## config.mk

```make
export PLATFORM = sky130hd
export DESIGN_NAME = ks_pluck_exciter
export DESIGN_NICKNAME = d
export VERILOG_FILES = /design/src/rtl/ks_pkg.sv /design/src/rtl/ks_lfsr_noise.sv /design/src/rtl/ks_pluck_exciter.sv
export SDC_FILE = /design/constraint.sdc
export NUM_CORES = 1
export LEC_CHECK = 0
export CORE_ASPECT_RATIO = 2
export CORE_UTILIZATION = 50
export DETAILED_ROUTE_END_ITERATION = 16
export MAX_ROUTING_LAYER = met4
export PLACE_DENSITY = 0.84
export REMOVE_ABC_BUFFERS = 1
export SLEW_MARGIN = 25
export SYNTH_ARGS = -nofsm -noshare
export SYNTH_HDL_FRONTEND = slang
export SYNTH_SLANG_ARGS = --single-unit
```

## constraint.sdc

```tcl
create_clock -name clk -period 1.9 [get_ports clk]
set_input_delay 0.38 -clock clk [delete_from_list [all_inputs] [get_ports clk]]
set_output_delay 0.38 -clock clk [all_outputs]
set_load 0.005 [all_outputs]
```

## src/rtl/ks_pkg.sv

```systemverilog
// Shared types and constants for the Karplus-Strong pluck exciter.
package ks_pkg;

  typedef enum logic {IDLE = 1'b0, BURST = 1'b1} state_e;

  localparam int          LFSR_W     = 24;
  localparam logic [23:0] LFSR_TAPS  = 24'hE10000;  // x^24+x^23+x^22+x^17+1, right-shifting Galois form
  localparam int          DATA_W_DEF = 16;

endpackage

```

## src/rtl/ks_lfsr_noise.sv

```systemverilog
// 24-bit Galois LFSR noise source; advances on step, reloads seed if it ever reaches zero.
// Latency: value updates on the clk after step. No backpressure.
module ks_lfsr_noise
  import ks_pkg::*;
(
  input  logic              clk,
  input  logic              reset_n,
  input  logic              step,
  input  logic [LFSR_W-1:0] seed,
  output logic [LFSR_W-1:0] value
);

  logic [LFSR_W-1:0] lfsr_q, lfsr_d;

  always_comb begin
    lfsr_d = lfsr_q;
    if (lfsr_q == '0) begin
      lfsr_d = seed;
    end else if (step) begin
      lfsr_d = {1'b0, lfsr_q[LFSR_W-1:1]} ^ (lfsr_q[0] ? LFSR_TAPS : '0);
    end
  end

  always_ff @(posedge clk or negedge reset_n) begin
    if (!reset_n) lfsr_q <= seed;
    else          lfsr_q <= lfsr_d;
  end

  assign value = lfsr_q;

endmodule

```

## src/rtl/ks_pluck_exciter.sv

```systemverilog
// Noise-burst exciter for the KS string: trigger edge starts burst_len samples, one per ena.
// Latency: q registered, updates the clk after ena. Optional decay envelope: PLUCK_ENVELOPE_EN.
module ks_pluck_exciter
  import ks_pkg::*;
#(
  parameter int                datawidth = DATA_W_DEF,
  parameter int                lenbits   = 12,
  parameter logic [LFSR_W-1:0] seed      = 24'h5A5A5A,
  parameter int                decaybits = 6
) (
  input  logic                 clk,
  input  logic                 reset_n,
  input  logic                 ena,
  input  logic                 trigger,
  input  logic [lenbits-1:0]   burst_len,
  input  logic [3:0]           level,
  output logic [datawidth-1:0] q,
  output logic                 busy
);

  state_e               state_q, state_d;
  logic [lenbits-1:0]   count_q, count_d;
  logic [datawidth-1:0] q_q, q_d;
  logic                 trig_d_q, trig_d_d;
  logic                 trig_edge, burst_start, step;
  logic [LFSR_W-1:0]    lfsr_value;
  logic [3:0]           shift;
  logic signed [datawidth-1:0] noise_raw, noise;
  logic                 unused_ok;

  ks_lfsr_noise u_noise (
    .clk     (clk),
    .reset_n (reset_n),
    .step    (step),
    .seed    (seed),
    .value   (lfsr_value)
  );

  assign unused_ok = ^lfsr_value;
  assign noise_raw = lfsr_value[datawidth-1:0];
  assign trig_edge = trigger & ~trig_d_q;

`ifdef PLUCK_ENVELOPE_EN
  logic [3:0]           env_q, env_d;
  logic [decaybits-1:0] pre_q, pre_d;
  logic [4:0]           shift_sum;

  assign shift_sum = {1'b0, level} + {1'b0, env_q};
  assign shift     = shift_sum[4] ? 4'd15 : shift_sum[3:0];

  // Prescaler counts emitted samples; env steps once per full prescaler wrap.
  always_comb begin
    env_d = env_q;
    pre_d = pre_q;
    if (burst_start) begin
      env_d = '0;
      pre_d = '0;
    end else if (step) begin
      pre_d = pre_q + 1'b1;
      if (&pre_q && env_q != 4'd15) env_d = env_q + 4'd1;
    end
  end

  always_ff @(posedge clk or negedge reset_n) begin
    if (!reset_n) begin
      env_q <= '0;
      pre_q <= '0;
    end else begin
      env_q <= env_d;
      pre_q <= pre_d;
    end
  end
`else
  logic [31:0] unused_decay;
  assign unused_decay = decaybits;
  assign shift        = level;
`endif

  assign noise = noise_raw >>> shift;

  // A trigger edge always takes priority over a coincident ena, so that cycle emits nothing.
  always_comb begin
    state_d     = state_q;
    count_d     = count_q;
    q_d         = q_q;
    trig_d_d    = trigger;
    burst_start = 1'b0;
    step        = 1'b0;
    case (state_q)
      IDLE: begin
        if (trig_edge && burst_len != '0) begin
          state_d     = BURST;
          count_d     = burst_len;
          burst_start = 1'b1;
        end
      end
      BURST: begin
        if (trig_edge) begin
          count_d     = burst_len;
          burst_start = 1'b1;
        end else if (ena) begin
          if (count_q != '0) begin
            q_d     = noise;
            count_d = count_q - 1'b1;
            step    = 1'b1;
          end else begin
            q_d     = '0;
            state_d = IDLE;
          end
        end
      end
      default: state_d = IDLE;
    endcase
  end

  always_ff @(posedge clk or negedge reset_n) begin
    if (!reset_n) begin
      state_q  <= IDLE;
      count_q  <= '0;
      q_q      <= '0;
      trig_d_q <= 1'b0;
    end else begin
      state_q  <= state_d;
      count_q  <= count_d;
      q_q      <= q_d;
      trig_d_q <= trig_d_d;
    end
  end

  assign q    = q_q;
  assign busy = (state_q == BURST);

endmodule
```

drive_strength.png
The bar under the picture is 20 microns long.
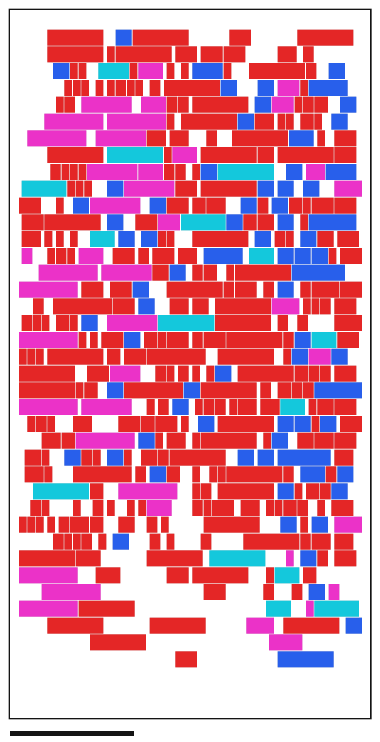
| size | colour | cells | share | most used |
|---|---|---|---|---|
| drive 2 | magenta | 41 | 9.6% | dfstp_2 |
| drive 6 and up | cyan | 15 | 3.5% | buf_6 |
| drive 1 or less | red | 299 | 70% | nand2_1 |
| drive 3 to 4 | blue | 73 | 17% | buf_4 |

final_clocks.png
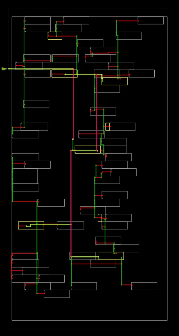
worst skew pair latency: 0.30 ns
Clk power: 0.912 mW
clock buffers: 8
worst-case clock skew: 0.00546 ns

==> job_summary.md <==
## Synthesis and layout report

| Metric | Value |
|---|---|
| Grt met2 use | around 56% |
| M3 GR Usage | 5.20% |
| Syn Inst Count | 337 |
| DP HPWL | roughly 6.4 mm |
| Worst-path clk slew | roughly 0.070 ns |
| Setup-failing EPs final | 6 |
| IO Pins | 37 |
| MUX share of area | between 10% and 20% |
| Met1 usage | roughly 29% |
| Arrival @ worst endpoint | 2.15 ns |
| Init Core Util | between 50% and 60% |
| Critical Path RT | 2.09 ns |
| Syn avg cell area | approximately 9.4 sq um |
| Largest net degree at the start of global routing | ~55 |
| GP Congestion | approximately 0.96 |
| Root Driver | clkbuf_16 |
| Adder Share, Synth | 0.789% |
| Syn Std Cell Area | ~3200 sq um |
| DRT Pass-1 Iters | 4 |
| Maximum vdd drop | between 1000 and 1500 uV |
| Die Height | approximately 110 microns |
| Worst Tran Pin Value | roughly 0.35 ns |
| Comb area leader | simple AND/OR/NAND/NOR gates |
| Cell area leaders | dfrtp_1, dfstp_2, nand2_1 |
| RR Startpoint | count_q[1] |
| Flip-flops | between 50 and 60 |
| Total gr overflow | 0 |
| Flop pwr share | ~40% |
| Post-synth top cells | nand2_1, dfrtp_1, nor2_1 |
| Die W | about 58 microns |
| Total power | 5.33 mW |
| Max-slew violations | 0 |
| Die area | ~6700 sq um |
| Area Growth Syn to Fin | 38.8% |
| GRT Max-Usage Layer | met2 |
| Fraction of area in multi-input gates | between 40% and 50% |
| Routed length on met3 | about 440 microns |
| Synth flops | roughly 54 |
| Worst reg2reg setup slack | -0.04 ns |
| Post-route ant nets | 0 |
| Total Routing Usage GR | around 30% |
| Layout cells sized above 1 | between 30% and 40% |
| Flop share of the area | 31.0% |
| Wire length on met2 | about 5.4 mm |
| First-pass GRT wire length | about 15 mm |
| Core box area | between 6000 and 7000 sq um |
| Tally of filler cells in the layout | 416 |
| Sequential Area | around 1400 sq um |
| Initial antenna violation count | 0 |
| CTS Buffer Depth | 2 |
| Tapcell Cnt | ~84 |
| Critical path type | primary input to flip-flop |
| Inverters | 4 |
| Top Layer Used | met4 |
| Leading register cell type out of synthesis | dfrtp_1 |
| Htree depth | 2 |
| Final Cycle Share | 103% |
| PwrDens | roughly 1200 nW/um^2 |
| CP Launch Point | burst_len[10] |
| Simple Share, Synth | between 20% and 30% |
| Diode count | 0 |
| Layout Nets | 449 |
| DRC | 0 |
| Combinational Power Share | between 40% and 50% |
| R2R cell count | 9 |
| Worst Hold Class | primary input to asynchronous set/reset pin |
| Run status | finished with violations |
| Crit-path max FO | 3 |
| Area fraction in compound gates | between 10 and 15% |
| Synth unique cells | about 47 |
| Multi-input gate count | 255 |
| Finished Cell Area | around 4400 sq um |
| Via count | between 3000 and 4000 |
| Max Cap Viol | 0 |
| Yosys xor share | 0.829% |
| Ys cells | roughly 340 |
| Setup ws final | -0.0594 ns |
| Net Sw Power | 1.88 mW |
| RSZ-0062 raised after global routing | true |
| CTS buffer count | 5 |
| Largest area contributor in the netlist | dfrtp_1 |
| M1 wire length | 3.11 mm |
| Failing checks | setup timing |
| CP endpoint | count_q[9] |
| Fmax | between 0.5 and 0.6 GHz |
| Stage-log warning count | 28 |
| Syn. warnings | 0 |
| Post-DR vias/cell | ~6 |
| Post-synth EDFFs | 0 |
| Dpl ws | -0.574 ns |
| CTS tree | built |
| Count of plain and timing-repair buffers | 107 |
| Leakage | 1.96 nW |
| Int Pwr | around 3.4 mW |
| Comb gate area | between 1500 and 2000 sq um |
| Startpoint Class | primary input |
| Final hold vios | 0 |
| Slew headroom | approximately three quarters |
| Vias in the first global route | around 3200 |
| DRT Wirelength | 9.37 mm |
| Clock network area share | under 10% |
| DP Area | 4050 sq um |
| Most frequent cell after synthesis | nand2_1 |
| CTS sink cnt | 54 |
| Ys async rst share | 100% |
| Clk pwr share | between 10% and 20% |
| Port bufs | 36 |
| CP endpoint kind | flip-flop |
| Area leader share | between 30% and 40% |
| Area-dominant class | logic gates |
| Register area share after synthesis | between 40% and 50% |
| Switching share of power | ~35% |
| Buffer share of cell area | approximately 21% |
| YS chip area | 3170 sq um |
| Detailed router's first-iteration violation count | ~290 |
| Core Rows | ~40 |
| Period minus WS final | between 1.5 and 2 ns |
| WL/cell | approximately 18 microns |
| Reg2reg end | count_q[10] |
registers.png
The bar under the picture is 20 microns long. Other sequential cells in the stronger grey, the rest of the logic in the fainter grey.
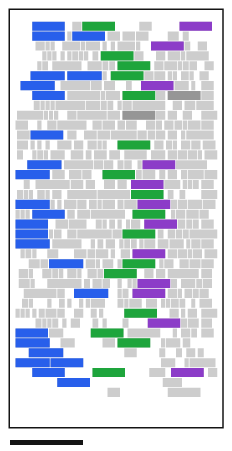
| netlist name | colour | placed flops |
|---|---|---|
| `count_q` | purple | 12 |
| `u_noise.value` | blue | 24 |
| `q` | green | 16 |

-- power groups by stage --
stage	clock network (mW)	registers, mW	logic (mW)
6_report	0.912	2.13	2.28
5_1_grt	0.961	2.17	2.49
4_1_cts	0.927	2.11	2.21
3_5_place_dp	0	2.11	2.11
3_3_place_gp	0	2.07	2.02
2_1_floorplan	0	2.03	1.03
-- state kept, by name, indices dropped and copies added (netlist names) --
name           cells
u_noise.value     24
q                 16
count_q           12
busy               1
trig_d_q           1
-- worst max-delay path: stages --
cell and delay [ns]:
clkdlybuf4s50_1 0.45, nor4_2 0.38, a31oi_4 0.14, o211ai_1 0.23
buf_4 0.15, buf_4 0.10, o21ba_2 0.15, o22a_1 0.17
-- metrics by stage --
| step | hold WS, ns | utilization (%) | cells | TNS (ns) |
|---|---|---|---|---|
| finish | 0.0662 | 72.7 | 512 | -0.176 |
| global route | 0.0822 | 72.7 | 512 | -1.06 |
| CTS | 0.0808 | 71.0 | 511 | -0.0884 |
| detailed placement | 0.394 | 66.8 | 499 | -10.29 |
| global placement | 0.391 | 66.8 | 499 | -8.58 |
| floorplan | 0.0844 | - | 313 | -6.01 |
-- layout by cell type (no fill, tap or decap), drive strengths merged, types with 5 or more instances in the layout --
cell,netlist,final
buf,9,72
nor3,5,5
clkdlybuf4s50,0,27
nor2,31,31
dlygate4sd2,0,5
nor4,12,12
dfstp,12,12
o22a,6,6
a21oi,19,19
clkbuf,15,9
nand3,15,15
mux4,12,12
dfrtp,42,42
mux2,8,8
nand2,64,64
o21ai,26,26
mux2i,13,13
-- repair_timing --
item / in CTS / in global routing
gates cloned: 1 / 1
buffers inserted: 3 / 0
gates resized: 28 / 29
setup endpoints to repair: 49 / 40
hold buffers: 0 / 0
pin swaps: 8 / 6
Power and IR drop assume default switching activity.
